`config.mk`:
```
export PLATFORM = sky130hd
export DESIGN_NAME = instr_fetch_unit_flat
export DESIGN_NICKNAME = d
export VERILOG_FILES = /design/src/rtl/fetch_pkg.sv /design/src/rtl/instr_fetch_unit_if.sv /design/src/rtl/fetch_queue.sv /design/src/rtl/instr_fetch_unit.sv /design/src/flat_wrapper.sv
export SDC_FILE = /design/constraint.sdc
export NUM_CORES = 1
export LEC_CHECK = 0
export CAP_MARGIN = 20
export CORE_ASPECT_RATIO = 2
export CORE_MARGIN = 1
export CORE_UTILIZATION = 50
export DETAILED_ROUTE_END_ITERATION = 6
export GPL_TIMING_DRIVEN = 0
export PLACE_DENSITY = 0.75
export SETUP_SLACK_MARGIN = 0.1
export SYNTH_ARGS = -nofsm -noshare
export SYNTH_HDL_FRONTEND = slang
export SYNTH_SLANG_ARGS = --single-unit
```
`constraint.sdc`:
```
create_clock -name clk_i -period 2.4 [get_ports clk_i]
set_input_delay 0.36 -clock clk_i [delete_from_list [all_inputs] [get_ports clk_i]]
set_output_delay 0.36 -clock clk_i [all_outputs]
set_load 0.02 [all_outputs]
```
`src/rtl/fetch_pkg.sv`:
```
// Shared types for the instruction fetch stage: FSM state encoding, queue entry layout and
// default sizing.
package fetch_pkg;

    localparam int unsigned FETCH_ADDR_WIDTH  = 8;
    localparam int unsigned FETCH_INSTR_WIDTH = 32;
    localparam int unsigned FETCH_QUEUE_DEPTH = 4;

    typedef enum logic [1:0] {
        IDLE,
        REQ,
        FULL,
        DROP
    } fetch_state_t;

    typedef struct packed {
        logic [FETCH_INSTR_WIDTH-1:0] instr;
        logic [FETCH_ADDR_WIDTH-1:0]  pc;
    } fetch_entry_t;

endpackage

```
`src/rtl/instr_fetch_unit_if.sv`:
```
// Bus bundle of the fetch stage: instruction-memory req/ack, execute redirect and the decode
// valid/ready channel. The predictor hint signals exist only when FETCH_BPU_HINT_EN is defined.
interface instr_fetch_unit_if #(
    parameter int unsigned ADDR_WIDTH  = 8,
    parameter int unsigned INSTR_WIDTH = 32
);

    logic                   imem_req_o;
    logic [ADDR_WIDTH-1:0]  imem_addr_o;
    logic                   imem_ack_i;
    logic [INSTR_WIDTH-1:0] imem_data_i;
    logic                   redirect_i;
    logic [ADDR_WIDTH-1:0]  redirect_pc_i;
    logic                   inst_valid_o;
    logic                   inst_ready_i;
    logic [INSTR_WIDTH-1:0] inst_o;
    logic [ADDR_WIDTH-1:0]  inst_pc_o;
`ifdef FETCH_BPU_HINT_EN
    logic                   bpu_taken_i;
    logic [ADDR_WIDTH-1:0]  bpu_target_i;
`endif

    // Fetch unit side
    modport master (
        output imem_req_o, imem_addr_o, inst_valid_o, inst_o, inst_pc_o,
        input  imem_ack_i, imem_data_i, redirect_i, redirect_pc_i,
`ifdef FETCH_BPU_HINT_EN
        input  bpu_taken_i, bpu_target_i,
`endif
        input  inst_ready_i
    );

    // Memory / execute / decode side
    modport slave (
        input  imem_req_o, imem_addr_o, inst_valid_o, inst_o, inst_pc_o,
        output imem_ack_i, imem_data_i, redirect_i, redirect_pc_i,
`ifdef FETCH_BPU_HINT_EN
        output bpu_taken_i, bpu_target_i,
`endif
        output inst_ready_i
    );

endinterface

```
`src/rtl/fetch_queue.sv`:
```
// Synchronous FIFO of fetched {instr, pc} entries with push, pop and flush. DEPTH must be a
// power of two so the read/write pointers wrap naturally.
module fetch_queue import fetch_pkg::*; #(
    parameter type         entry_t = fetch_entry_t,
    parameter int unsigned DEPTH   = FETCH_QUEUE_DEPTH,
    localparam int unsigned CntW   = $clog2(DEPTH + 1)
) (
    input  logic            clk_i,
    input  logic            arst_i,
    input  logic            push_i,
    input  entry_t          entry_i,
    input  logic            pop_i,
    input  logic            flush_i,
    output entry_t          head_o,
    output logic [CntW-1:0] count_o,
    output logic            full_o,
    output logic            empty_o
);

    localparam int unsigned PtrW = $clog2(DEPTH);

    entry_t            mem_q [DEPTH];
    logic [PtrW-1:0]   wr_ptr_q, wr_ptr_d;
    logic [PtrW-1:0]   rd_ptr_q, rd_ptr_d;
    logic [CntW-1:0]   count_q, count_d;
    logic              push_do, pop_do;

    assign full_o  = (count_q == CntW'(DEPTH));
    assign empty_o = (count_q == '0);
    assign count_o = count_q;
    assign head_o  = mem_q[rd_ptr_q];

    // Pointer / occupancy next state; pop on empty and push on full are ignored, flush wins
    always_comb begin
        push_do  = push_i && !full_o;
        pop_do   = pop_i && !empty_o;
        wr_ptr_d = wr_ptr_q;
        rd_ptr_d = rd_ptr_q;
        count_d  = count_q;
        if (flush_i) begin
            wr_ptr_d = '0;
            rd_ptr_d = '0;
            count_d  = '0;
        end else begin
            if (push_do) wr_ptr_d = wr_ptr_q + PtrW'(1);
            if (pop_do)  rd_ptr_d = rd_ptr_q + PtrW'(1);
            if (push_do && !pop_do)      count_d = count_q + CntW'(1);
            else if (pop_do && !push_do) count_d = count_q - CntW'(1);
        end
    end

    // Pointer and occupancy registers
    always_ff @(posedge clk_i or posedge arst_i) begin
        if (arst_i) begin
            wr_ptr_q <= '0;
            rd_ptr_q <= '0;
            count_q  <= '0;
        end else begin
            wr_ptr_q <= wr_ptr_d;
            rd_ptr_q <= rd_ptr_d;
            count_q  <= count_d;
        end
    end

    // Storage array; contents are don't-care while not counted as occupied
    always_ff @(posedge clk_i) begin
        if (push_do && !flush_i) mem_q[wr_ptr_q] <= entry_i;
    end

endmodule

```
`src/rtl/instr_fetch_unit.sv`:
```
// Fetch stage: owns the PC, issues one outstanding instruction-memory read at a time, buffers
// returned words in fetch_queue and hands them to decode. Redirects from execute flush the queue.
// Optional FETCH_BPU_HINT_EN: a taken predictor hint on an accepted fetch replaces pc+1.
module instr_fetch_unit import fetch_pkg::*; #(
    parameter int unsigned           ADDR_WIDTH  = FETCH_ADDR_WIDTH,
    parameter int unsigned           INSTR_WIDTH = FETCH_INSTR_WIDTH,
    parameter int unsigned           QUEUE_DEPTH = FETCH_QUEUE_DEPTH,
    parameter logic [ADDR_WIDTH-1:0] RESET_PC    = '0
) (
    input  logic                  clk_i,
    input  logic                  arst_i,
    instr_fetch_unit_if.master    bus
);

    localparam int unsigned CntW = $clog2(QUEUE_DEPTH + 1);

    typedef struct packed {
        logic [INSTR_WIDTH-1:0] instr;
        logic [ADDR_WIDTH-1:0]  pc;
    } entry_t;

    fetch_state_t          state_q, state_d;
    logic [ADDR_WIDTH-1:0] pc_q, pc_d;
    logic [ADDR_WIDTH-1:0] drop_addr_q, drop_addr_d;  // address of the request being discarded
    logic                  push, pop, flush, ack;
    entry_t                head, entry_in;
    logic [CntW-1:0]       q_count;
    logic                  q_full, q_empty;

    fetch_queue #(
        .entry_t (entry_t),
        .DEPTH   (QUEUE_DEPTH)
    ) u_queue (
        .clk_i   (clk_i),
        .arst_i  (arst_i),
        .push_i  (push),
        .entry_i (entry_in),
        .pop_i   (pop),
        .flush_i (flush),
        .head_o  (head),
        .count_o (q_count),
        .full_o  (q_full),
        .empty_o (q_empty)
    );

    assign entry_in = '{instr: bus.imem_data_i, pc: pc_q};

    // Decode channel: head is zeroed while the queue is empty
    always_comb begin
        bus.inst_valid_o = !q_empty;
        bus.inst_o       = q_empty ? '0 : head.instr;
        bus.inst_pc_o    = q_empty ? '0 : head.pc;
        pop              = !q_empty && bus.inst_ready_i;
    end

    // Fetch FSM next state, PC update and memory request outputs; redirect overrides all
    always_comb begin
        state_d         = state_q;
        pc_d            = pc_q;
        drop_addr_d     = drop_addr_q;
        push            = 1'b0;
        flush           = 1'b0;
        bus.imem_req_o  = 1'b0;
        bus.imem_addr_o = (state_q == DROP) ? drop_addr_q : pc_q;
        ack             = 1'b0;
        unique case (state_q)
            IDLE: state_d = REQ;
            REQ: begin
                bus.imem_req_o = 1'b1;
                ack            = bus.imem_ack_i;
                if (ack) begin
                    push = !q_full;
                    pc_d = pc_q + ADDR_WIDTH'(1);
`ifdef FETCH_BPU_HINT_EN
                    if (bus.bpu_taken_i) pc_d = bus.bpu_target_i;
`endif
                    // Last free slot taken with nothing leaving: stop requesting
                    if (q_count == CntW'(QUEUE_DEPTH - 1) && !pop) state_d = FULL;
                end
            end
            FULL: if (pop) state_d = REQ;
            DROP: begin
                bus.imem_req_o = 1'b1;
                ack            = bus.imem_ack_i;
                if (ack) state_d = REQ;
            end
            default: state_d = IDLE;
        endcase
        if (bus.redirect_i) begin
            flush = 1'b1;
            push  = 1'b0;
            pc_d  = bus.redirect_pc_i;
            if (state_q == REQ && !ack) begin
                state_d     = DROP;
                drop_addr_d = pc_q;
            end else if (state_q == DROP && !ack) begin
                state_d = DROP;
            end else begin
                state_d = REQ;
            end
        end
    end

    // State, PC and drop-address registers
    always_ff @(posedge clk_i or posedge arst_i) begin
        if (arst_i) begin
            state_q     <= IDLE;
            pc_q        <= RESET_PC;
            drop_addr_q <= RESET_PC;
        end else begin
            state_q     <= state_d;
            pc_q        <= pc_d;
            drop_addr_q <= drop_addr_d;
        end
    end

endmodule

```
`src/flat_wrapper.sv`:
```
// flat-port wrapper written by rule: the top's interface ports become plain ports
module instr_fetch_unit_flat import fetch_pkg::*;
#(
    parameter int unsigned           ADDR_WIDTH  = FETCH_ADDR_WIDTH,
    parameter int unsigned           INSTR_WIDTH = FETCH_INSTR_WIDTH,
    parameter int unsigned           QUEUE_DEPTH = FETCH_QUEUE_DEPTH,
    parameter logic [ADDR_WIDTH-1:0] RESET_PC    = '0
)
  (clk_i, arst_i, bus_imem_req_o, bus_imem_addr_o, bus_inst_valid_o, bus_inst_o, bus_inst_pc_o, bus_imem_ack_i, bus_imem_data_i, bus_redirect_i, bus_redirect_pc_i, bus_inst_ready_i);
  instr_fetch_unit_if #(.ADDR_WIDTH(ADDR_WIDTH), .INSTR_WIDTH(INSTR_WIDTH)) bus_i ();
  input  logic clk_i;
  input  logic arst_i;
  output wire logic [$bits(bus_i.imem_req_o)-1:0] bus_imem_req_o;
  output wire logic [$bits(bus_i.imem_addr_o)-1:0] bus_imem_addr_o;
  output wire logic [$bits(bus_i.inst_valid_o)-1:0] bus_inst_valid_o;
  output wire logic [$bits(bus_i.inst_o)-1:0] bus_inst_o;
  output wire logic [$bits(bus_i.inst_pc_o)-1:0] bus_inst_pc_o;
  input wire logic [$bits(bus_i.imem_ack_i)-1:0] bus_imem_ack_i;
  input wire logic [$bits(bus_i.imem_data_i)-1:0] bus_imem_data_i;
  input wire logic [$bits(bus_i.redirect_i)-1:0] bus_redirect_i;
  input wire logic [$bits(bus_i.redirect_pc_i)-1:0] bus_redirect_pc_i;
  input wire logic [$bits(bus_i.inst_ready_i)-1:0] bus_inst_ready_i;
  assign bus_imem_req_o = bus_i.imem_req_o;
  assign bus_imem_addr_o = bus_i.imem_addr_o;
  assign bus_inst_valid_o = bus_i.inst_valid_o;
  assign bus_inst_o = bus_i.inst_o;
  assign bus_inst_pc_o = bus_i.inst_pc_o;
  assign bus_i.imem_ack_i = bus_imem_ack_i;
  assign bus_i.imem_data_i = bus_imem_data_i;
  assign bus_i.redirect_i = bus_redirect_i;
  assign bus_i.redirect_pc_i = bus_redirect_pc_i;
  assign bus_i.inst_ready_i = bus_inst_ready_i;
  instr_fetch_unit #(.ADDR_WIDTH(ADDR_WIDTH), .INSTR_WIDTH(INSTR_WIDTH), .QUEUE_DEPTH(QUEUE_DEPTH), .RESET_PC(RESET_PC)) u_core (.clk_i(clk_i), .arst_i(arst_i), .bus(bus_i));
endmodule
```
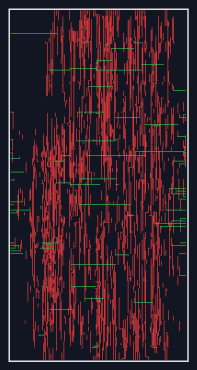
**Above:** run 1 (signal wires by layer).
Drawn at 2 px/um. Only two layers are drawn.
colour	layer	wire length
red	metal 2	8790 um
green	metal 3	582 um
total track usage: 20.5%
wire per inst: 20.2 um

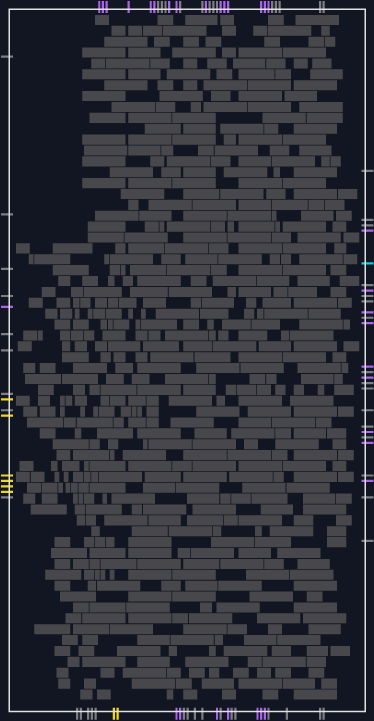
**Above:** run 1 (ports around the boundary).
Drawn at 4 px/um. Pins as bars across the die edge, other pins in grey.
colour	port	pins	direction	edge
yellow	bus_redirect_pc_i	8	input	6 left, 2 bottom
purple	bus_imem_data_i	32	input	15 top, 9 right, 7 bottom, 1 left
cyan	bus_inst_valid_o	1	output	right
number of port buffers: 94
die height: 175 um
die width: 88.6 um

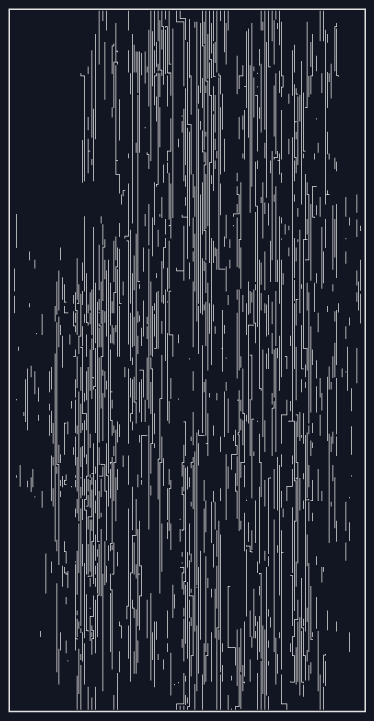
**Above:** run 1 (signal wires on met2).
Drawn at 4 px/um.
main direction	vertical
longest straight run	74.8 um
share of all routed wire	59%
nets with wire on the layer	555
wire length on this layer	8790 um

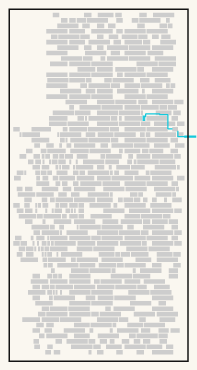
**Above:** run 1 (port wiring).
Drawn at 2 px/um.
colour	port	bits	direction	edge	end cells	buffers	wire
cyan	bus_inst_valid_o	1	output	right	1	1	29.7 um
# IOs: 95

==> changes_impl.md, run 1 <==
### Physical design

* Outcome: finished with violations
* Failing checks: setup timing
* Worst hold path type: input port to asynchronous set/reset pin
* Yosys top cell by area: edfxtp_1
* Share of post-route cells with drive strength above 1 at 40.6%
* Vias per Instance at approximately 5.5
* Pwr top: combinational cells
* Register Area at roughly 5400 sq um
* Synth Seq Share at between 70% and 80%
* Initial antenna violation count at 0
* Largest Register: u_core.u_queue.mem_q
* Yosys reg bits at 185
* Switching power at about 3.5 mW
* Final setup viols at 1
* Worst reg2reg path depth at 8
* Combinational power at 4.70 mW
* Chip area at about 16000 sq um
* Final hold slack at about 0.12 ns
* Final Instance Area at 9960 sq um
* # Taps at around 200
* Clk power at approximately 2.7 mW
* Number of synthesized flops with an enable pin at 160
* Synthesized area per cell at about 19 sq um
* Synth Area in Adders at under 10%
* Sequential share of power at 34.2%
* ANT nets after route at 0
* Seq power at 3.82 mW
* Commonest Layout Cell: edfxtp_1
* Area leader share at 64.1%
* Vias post-DR at 4096
* Drt pass-1 iters at 4
* Final worst path period need at approximately 2.4 ns
* Aoi share at 1.95%
* Fraction of registers with async set/reset at ~14%
* Relative slew slack at around 57%
* Placer congestion estimate at roughly 0.8
* Critical Path Start: u_core.u_queue.count_o[2]$_DFFE_PP0P_
* Buffers, non-clock at between 100 and 150
* Final worst-path setup slack at -0.0109 ns
* Core area at about 15000 sq um
* Yosys Warn Count at 0
* Clock Skew at between 0.009 and 0.01 ns
* GRT Residual Overflow at 0
* Internal at between 7 and 8 mW
* Count of maximum capacitance violations at 0
* Fill cells at slightly below 1000
* Final period utilization at 100%
* Xor/xnor share at less than 1%
* Crit path DAT at between 2 and 3 ns
* Max clock buf depth at 2
* DRT Wirelength at ~15000 um
* Power Total at 11.2 mW
**Run 1: placement view**

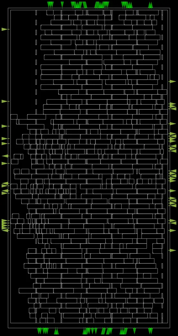

--- run 2 (diff from run 1) ---
Settings changed: CORE_UTILIZATION 50 to 45, PLACE_DENSITY 0.75 to 0.69, SKIP_CTS_REPAIR_TIMING set to 1.
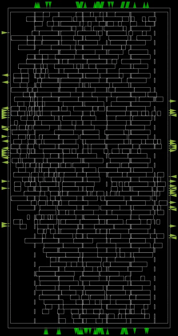
**Above:** run 2 (placement view).
FP Rows: 66
Fill cells: 1202
core area: 16300 sq um
# Taps: 204

==> changes_impl.md, run 2 <==
### Physical design

* Xor/xnor share at 0.701% (unchanged)
* Final setup viols at 0 (was 1)
* GRT Residual Overflow at 0 (unchanged)
* WL met2 at 8400 um (was 8790 um)
* Commonest Layout Cell: edfxtp_1 (unchanged)
* Switching power at 3.29 mW (was 3.46 mW)
* Post-Synth Simple-Gate Area at 7.24% (unchanged)
* # IOs at 95 (unchanged)
* Number of port buffers at 94 (unchanged)
* Critical Path Start: u_core.u_queue.rd_ptr_q[0]$_DFFE_PP0P_ (was u_core.u_queue.count_o[2]$_DFFE_PP0P_)
* Yosys top cell by area: edfxtp_1 (unchanged)
* DRT met1 WL at 5340 um (was 5210 um)
* ANT nets after route at 0 (unchanged)
* Seq power at 3.83 mW (was 3.82 mW)
* CLK BUF at 17 (was 20)
* Final hold slack at 0.132 ns (was 0.121 ns)
* Total track usage at 17.4% (was 20.5%)
* Clk power at 2.66 mW (about the same)
* Fin. Hold Viols at 0 (unchanged)
* Biggest area cells: edfxtp_1 64%, mux4_2 12%, dfrtp_1 8.3% (unchanged)
* Sequential share of power at 36.4% (was 34.2%)
* Fmax at 418 MHz (was 415 MHz)
* Max FFs per register at 160 (unchanged)
* Area grow syn2layout at 30.2% (was 32.7%)
* Met3 wire len at 559 um (was 581 um)
* Final Instance Area at 9770 sq um (was 9960 sq um)
* Outcome: completed (was finished with violations)
* Inst Count DP at 689 (was 680)
* Worst slew pin tran at 0.547 ns (was 0.642 ns)
* Worst reg2reg path depth at 8 (unchanged)
* Area leader share at 64.1% (unchanged)
* Worst hold path type: input port to asynchronous set/reset pin (unchanged)
* Initial core utilization at 46.1% (was 50.9%)
* Leak at 3.53 nW (was 3.56 nW)
* Placer congestion estimate at 0.827 (was 0.818)
* Buffers, non-clock at 139 (was 144)
* Sw Share at 31.3% (was 31.0%)
* Yosys Warn Count at 0 (unchanged)
* Inverters, non-clock at 7 (unchanged)
* Power Total at 10.5 mW (was 11.2 mW)
* Slowest CP cell: mux4_2 (was dfrtp_2)
* Combinational power at 4.02 mW (was 4.70 mW)
* Synthesized area per cell at 19.2 sq um (unchanged)
* Vias per Instance at 5.37 (was 5.54)
* Largest Register: u_core.u_queue.mem_q (unchanged)
* Final worst-path setup slack at 0.00685 ns (was -0.0109 ns)
* Pwr top: combinational cells (unchanged)
* Post-Syn Instances at 391 (unchanged)
* FF+latch count at 185 (unchanged)
* Vias in the first global route at 4018 (was 4280)
* Internal at 7.22 mW (was 7.72 mW)
* Htree depth at 4 (unchanged)
* Fraction of registers with async set/reset at 13.5% (unchanged)
* Root buffer cell: clkbuf_16 (unchanged)
* Diode count at 0 (unchanged)
* PwrDens at 1080 nW/um^2 (was 1120 nW/um^2)
* Crit path DAT at 2.03 ns (was 2.75 ns)
* Chip area at 17200 sq um (was 15500 sq um)
* Number of synthesized flops with an enable pin at 160 (unchanged)
* Sequential cell area share at 55.6% (was 54.6%)
* Vias post-DR at 3993 (was 4096)
* Drt pass-1 iters at 4 (unchanged)
* Yosys reg bits at 185 (unchanged)
* R2R setup slack at 0.007 ns (was -0.01 ns)
* Synth Area in Adders at 1.27% (unchanged)
* Largest net degree at the start of global routing at 41 (unchanged)
* Wire per inst at 19.5 um (was 20.2 um)
* Final worst path period need at 2.39 ns (was 2.41 ns)
* Cells in synth_stat.txt at 391 (unchanged)
* Aoi share at 1.95% (unchanged)
* Relative slew slack at 63.5% (was 57.2%)
* Logic share of the area at 21.1% (was 22.4%)
* Clock Skew at 0.00914 ns (was 0.00958 ns)
* DRT Wirelength at 14500 um (was 14900 um)
* Final period utilization at 99.7% (was 100%)
* Total CTS buffers at 17 (unchanged)
* Crit path capture: bus_inst_pc_o[4] (was u_core.u_queue.count_o[2]$_DFFE_PP0P_)
* Synth Seq Share at 72.4% (unchanged)
* Setup TNS at 0 ns (was -0.0109 ns)
* Share of post-route cells with drive strength above 1 at 36.1% (was 40.6%)
* Register Area at 5430 sq um (unchanged)
* Initial antenna violation count at 0 (unchanged)
* Largest class: registers (unchanged)
* Max clock buf depth at 2 (unchanged)
* Count of maximum capacitance violations at 0 (unchanged)
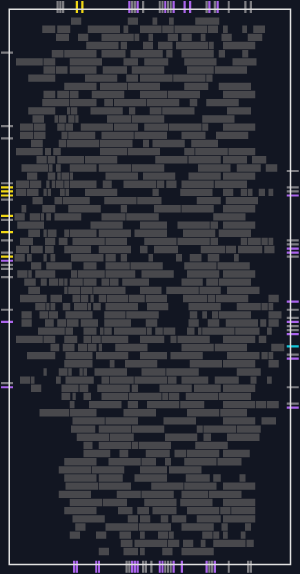
**Above:** run 2 (ports around the boundary).
Drawn at 3 px/um. Pins as bars across the die edge, other pins in grey.
colour	port	pins	direction	edge
cyan	bus_inst_valid_o	1	output	right
yellow	bus_redirect_pc_i	8	input	6 left, 2 top
purple	bus_imem_data_i	32	input	13 bottom, 8 top, 8 right, 3 left
all pins by edge	26 bottom, 25 top, 22 left, 22 right
die width: 93.3 um
die height: 185 um

**Run 2: signal wires by layer**

Drawn at 2 px/um. Only two layers are drawn.
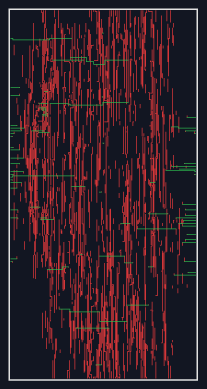

--- run 3 (diff from run 2) ---
Settings changed: CORE_MARGIN 1 to 5, CORE_UTILIZATION 45 to 50, PLACE_DENSITY 0.69 to 0.75.
Clock period 2.4 ns to 2.1 ns, I/O delays scaled along.
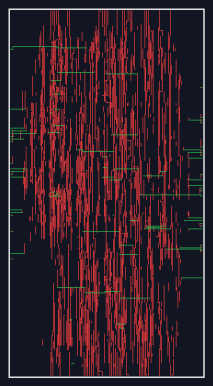
**Above:** run 3 (signal wires by layer).
Drawn at 2 px/um. Only two layers are drawn.
colour	layer	wire length
red	metal 2	9370 um
green	metal 3	532 um
wire per inst: 21.2 um
total track usage: 17.0%

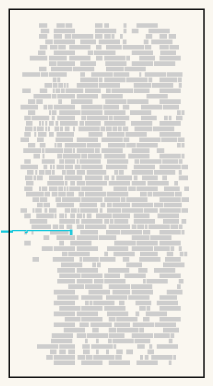
**Above:** run 3 (port wiring).
Drawn at 2 px/um.
colour	port	bits	direction	edge	end cells	buffers	wire
cyan	bus_inst_valid_o	1	output	left	1	1	32.4 um

==> changes_impl.md, run 3 <==
### Physical design

* Sequential share of power at 36.4% (about the same)
* Clock Skew at 0.00725 ns (was 0.00914 ns)
* Root buffer cell: clkbuf_16 (unchanged)
* Setup TNS at -7.37 ns (was 0 ns)
* Initial core utilization at 50.6% (was 46.1%)
* Aoi share at 1.95% (unchanged)
* Worst hold path type: input port to asynchronous set/reset pin (unchanged)
* Synthesized area per cell at 19.2 sq um (unchanged)
* Crit path DAT at 2.72 ns (was 2.03 ns)
* # IOs at 95 (unchanged)
* Fmax at about 420 MHz
* Share of post-route cells with drive strength above 1 at 38.1% (was 36.1%)
* Core area at 14800 sq um (was 16300 sq um)
* Critical Path Start: u_core.u_queue.count_o[0]$_DFFE_PP0P_ (was u_core.u_queue.rd_ptr_q[0]$_DFFE_PP0P_)
* ANT nets after route at 0 (unchanged)
* Met3 wire len at 531 um (was 559 um)
* Slowest CP cell: dfrtp_2 (was mux4_2)
* Largest class: registers (unchanged)
* Fill cells at 1021 (was 1202)
* Number of synthesized flops with an enable pin at 160 (unchanged)
* Failing checks: setup timing
* Switching power at 3.72 mW (was 3.29 mW)
* Sw Share at 30.9% (was 31.3%)
* Sequential cell area share at 55.0% (was 55.6%)
* DRT Wirelength at 15800 um (was 14500 um)
* Total CTS buffers at 17 (unchanged)
* Fraction of registers with async set/reset at 13.5% (unchanged)
* Yosys Warn Count at 0 (unchanged)
* Commonest Layout Cell: edfxtp_1 (unchanged)
* Inverters, non-clock at 7 (unchanged)
* Final hold slack at 0.106 ns (was 0.132 ns)
* Crit path capture: u_core.u_queue.count_o[2]$_DFFE_PP0P_ (was bus_inst_pc_o[4])
* Diode count at 1 (was 0)
* # Taps at 195 (was 204)
* Final Instance Area at 9880 sq um (was 9770 sq um)
* Buffers, non-clock at 146 (was 139)
* GRT Residual Overflow at 0 (unchanged)
* Placer congestion estimate at 0.762 (was 0.827)
* Largest Register: u_core.u_queue.mem_q (unchanged)
* Vias per Instance at 5.47 (was 5.37)
* Die width at 96.6 um (was 93.3 um)
* Yosys reg bits at 185 (unchanged)
* CLK BUF at 19 (was 17)
* PwrDens at 1220 nW/um^2 (was 1080 nW/um^2)
* Logic share of the area at 21.3% (was 21.1%)
* Final worst-path setup slack at -0.285 ns (was 0.00685 ns)
* Cells in synth_stat.txt at 391 (unchanged)
* Biggest area cells: edfxtp_1 64%, mux4_2 12%, dfrtp_1 8.3% (unchanged)
* Area leader share at 64.1% (unchanged)
* Synth Seq Share at 72.4% (unchanged)
* Vias in the first global route at 4271 (was 4018)
* Seq power at 4.39 mW (was 3.83 mW)
* Internal at 8.34 mW (was 7.22 mW)
* Worst reg2reg path depth at 8 (unchanged)
* Outcome: finished with violations (was completed)
* Drt pass-1 iters at 4 (unchanged)
* Final setup viols at 42 (was 0)
* Number of port buffers at 94 (unchanged)
* FP Rows at 63 (was 66)
* FF+latch count at 185 (unchanged)
* Area grow syn2layout at 31.8% (was 30.2%)
* Clk power at 3.03 mW (was 2.66 mW)
* Relative slew slack at 66.4% (was 63.5%)
Power is estimated from default activity; no workload was simulated.
